**Placed standard cells**

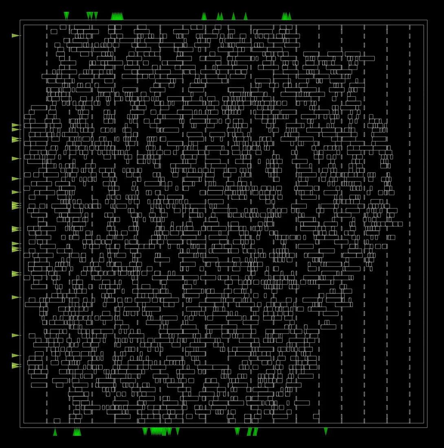
**Wiring heat map**

25 x 25 tiles, from black (low) to pale yellow (high), scaled to the fullest tile. Values are wire area over tile area, all layers added.
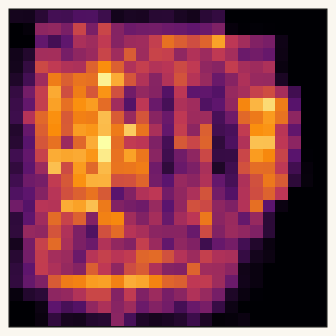
**Logic cells by family**

Bar = 50 um.
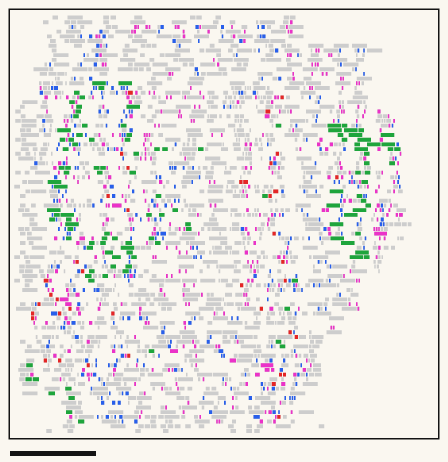
==> config.mk <==
export PLATFORM = sky130hd
export DESIGN_NAME = fp_accum
export DESIGN_NICKNAME = d
export VERILOG_FILES = /design/src/rtl/fp_accum_pkg.sv /design/src/rtl/fp_lzc.sv /design/src/rtl/fp_accum.sv
export SDC_FILE = /design/constraint.sdc
export NUM_CORES = 1
export LEC_CHECK = 0
export CAP_MARGIN = 5
export CORE_MARGIN = 2
export CORE_UTILIZATION = 31
export CTS_BUF_LIST = sky130_fd_sc_hd__clkbuf_8
export DETAILED_ROUTE_END_ITERATION = 10
export PLACE_DENSITY_LB_ADDON = 0.12
export SLEW_MARGIN = 25
export SYNTH_ARGS = -nofsm -noshare
export SYNTH_HDL_FRONTEND = slang
export SYNTH_HIERARCHICAL = 1
export SYNTH_SLANG_ARGS = --single-unit
==> constraint.sdc <==
create_clock -name clk -period 23.6 [get_ports clk]
set_input_delay 5.9 -clock clk [delete_from_list [all_inputs] [get_ports clk]]
set_output_delay 5.9 -clock clk [all_outputs]
set_load 0.005 [all_outputs]
==> results.toml <==
# synthesis and place-and-route metrics
[status]
status = "completed"

[clocking]
clock_path_buffers = 3
cts_hold_buf = 0
cts_root_buf = "clkbuf_8"
cts_sinks = 251
cts.reportedPaths.clkPinSlew_ns = 0.05
post_cts_resize_count = 0
cts_tree = "yes"
cts_setup_buffers = 0
cts_made_buffers = 48
h-tree-depth = 2
clock_latency_ns = 0.64

[worst_hold_path]
hold_path_depth = 2
hold_class = "reg2reg"

[critical_path]
path_max_fanout = 2
worst_setup_path_end_kind = "output pin"
crit_required_ns = 17.70
crit_type = "in2out"
critical_path.startpoint_type = "primary input"
crit_arrival_ns = 7.50
reg2reg_setup_slack_ns = 17.86
ff2ff_path_depth = 13

[logic_synthesis]
ys_ff = 251
yosysMostFrequentCell = "nor2_1"
synth_warnings = 6
synth_nets = 2341
topCombFamilyByArea = "AND-OR/OR-AND gates"
syn_area_um2 = 18400
edf_count = 0
ys_chip_area_um2 = 18400
simple_gate_share_pct = 19.3
synth_xor_xnor_area_share_pct = 1.81
synthAoiAreaFrac_pct = 23.5
synth_area_per_cell_um2 = 8.36
ys_cells = 2205
postSynthSeqShare_pct = 34.1
top_area_share_pct = 34.1
common_cells = "nor2_1 (277), dfrtp_1 (251), nand2_1 (233)"
topCellsByArea = "dfrtp_1 (34%), ha_1 (6.5%), nor2_1 (5.6%), nand2_1 (4.7%), o21ai_0 (3.9%)"
ff_type = "dfrtp_1"
synth_adder_area_share_pct = 6.95
yosysTopAreaCell = "dfrtp_1"
ys_async_sr_fraction_pct = 100
synth_cell_types = 96
syn_inst = 2205
mux_area_share_pct = 8.60

[sta]
final_max_slew_viol_count = 0
finalClockPeriodUsage_pct = 56.8
setup_viol = 0
worstMarginPinSlew_ns = 0.965
relSlewSlack_pct = 35.2
grt_setup_unrepaired = "no"
finalHoldViolCount = 0
period_needed_ns = 13.40
fmax_ghz = 0.0746
finalClockSkew_ns = 0.0326
fin_setup_tns_ns = 0

[global_routing]
antenna_found_initial = 1
grt_pass1_vias = 16600
grt_pass1_wl_um = 105000
grt_max_degree = 112
overflow = 0

[drt]
drt_first_pass_iters = 5
via_per_inst = 5.68
first_iter_violations = 1538
postRouteAntennaNets = 0
drc = 0

[die]
boundaryPins = 72
die_x_um = 248
dieHeight_um = 248
core_area_um2 = 58900
fp-utilization_pct = 31.3
die-area_um2 = 61400

[placed_design]
hpwl_um = 50300
io_buffers = 71
dp.cells = 2935
gp_congestion = 0.913

[layout]
areaGrowthSynthToFinish_pct = 13.2
drive_gt1_share_pct = 9.11
final_cell_mix = "nor2_1 (275), dfrtp_1 (251), nand2_1 (231)"
finalNetCount = 2348

[flow_run]
maxCapViolCount = 0
warnings = 61
-- 'placed standard cells' (at the start) --
row count: 89
sequential cells: 251
Non-Filler Instances: 3025

-- 'wiring heat map' (at the start) --
- nearly empty tiles: 17%
- emptiest ninth of the die: bottom right
- fullest tile: 0.50
- densest ninth of the die: left middle
- tiles over half the peak: 29%
- mean over tiles: 0.18
routed wire length: 68800 um
per-cell routed wire length: 22.7 um
vias post-DR: 17200
GRT Total Usage: 22.4%

-- 'logic cells by family' (at the start) --
- multiplexers: green (cells 120)
- NOR gates: magenta (cells 406; where spread over the die)
- AND and OR gates: red (cells 40)
- NAND gates: blue (cells 335; where spread over the die)
logic share of the area: 53.5%
Commonest Layout Cell: nor2_1

layer usage:
metal	global-route usage [%]	vias to the layer above	routed length [um]
met5	0	-	0
met4	6.87	0	2010
met3	2.71	105	3060
met2	34.9	469	31100
met1	32.2	8552	32600
li1	-	8050	-
through the flow:
stage / utilization [%] / setup WS, ns / cell area (um2) / hold WS, ns
floorplan: - / 10.80 / 18400 / 0.450
global placement: 33.6 / 10.17 / 19800 / 0.473
CTS: 35.4 / 10.16 / 20900 / 0.507
global route: 35.4 / 10.07 / 20900 / 0.521
detailed placement: 33.7 / 10.16 / 19800 / 0.480
finish: 35.4 / 10.20 / 20900 / 0.499
layout make-up:
class / instances / area [um2]
multi-input cells: 1685 / 11200
clock buffers: 61 / 840
clock inverters: 28 / 184
fillers: 6226 / 38000
well taps: 773 / 967
inverters: 120 / 458
repair buffers: 106 / 972
diodes: 1 / 2.50
flip-flops and latches: 251 / 6280
critical path, stage by stage:
cell             delay (ns)
clkdlybuf4s50_1        0.51
nor4_1                 0.49
clkdlybuf4s50_1        0.61
kinds of logic after synthesis:
logic type               Yosys count
AND/OR/NAND/NOR                  781
AND-OR/OR-AND                    646
buffers and inverters            269
flip-flops                       251
multiplexers                     120
adder cells (fa/ha/maj)          100
XOR/XNOR                          38
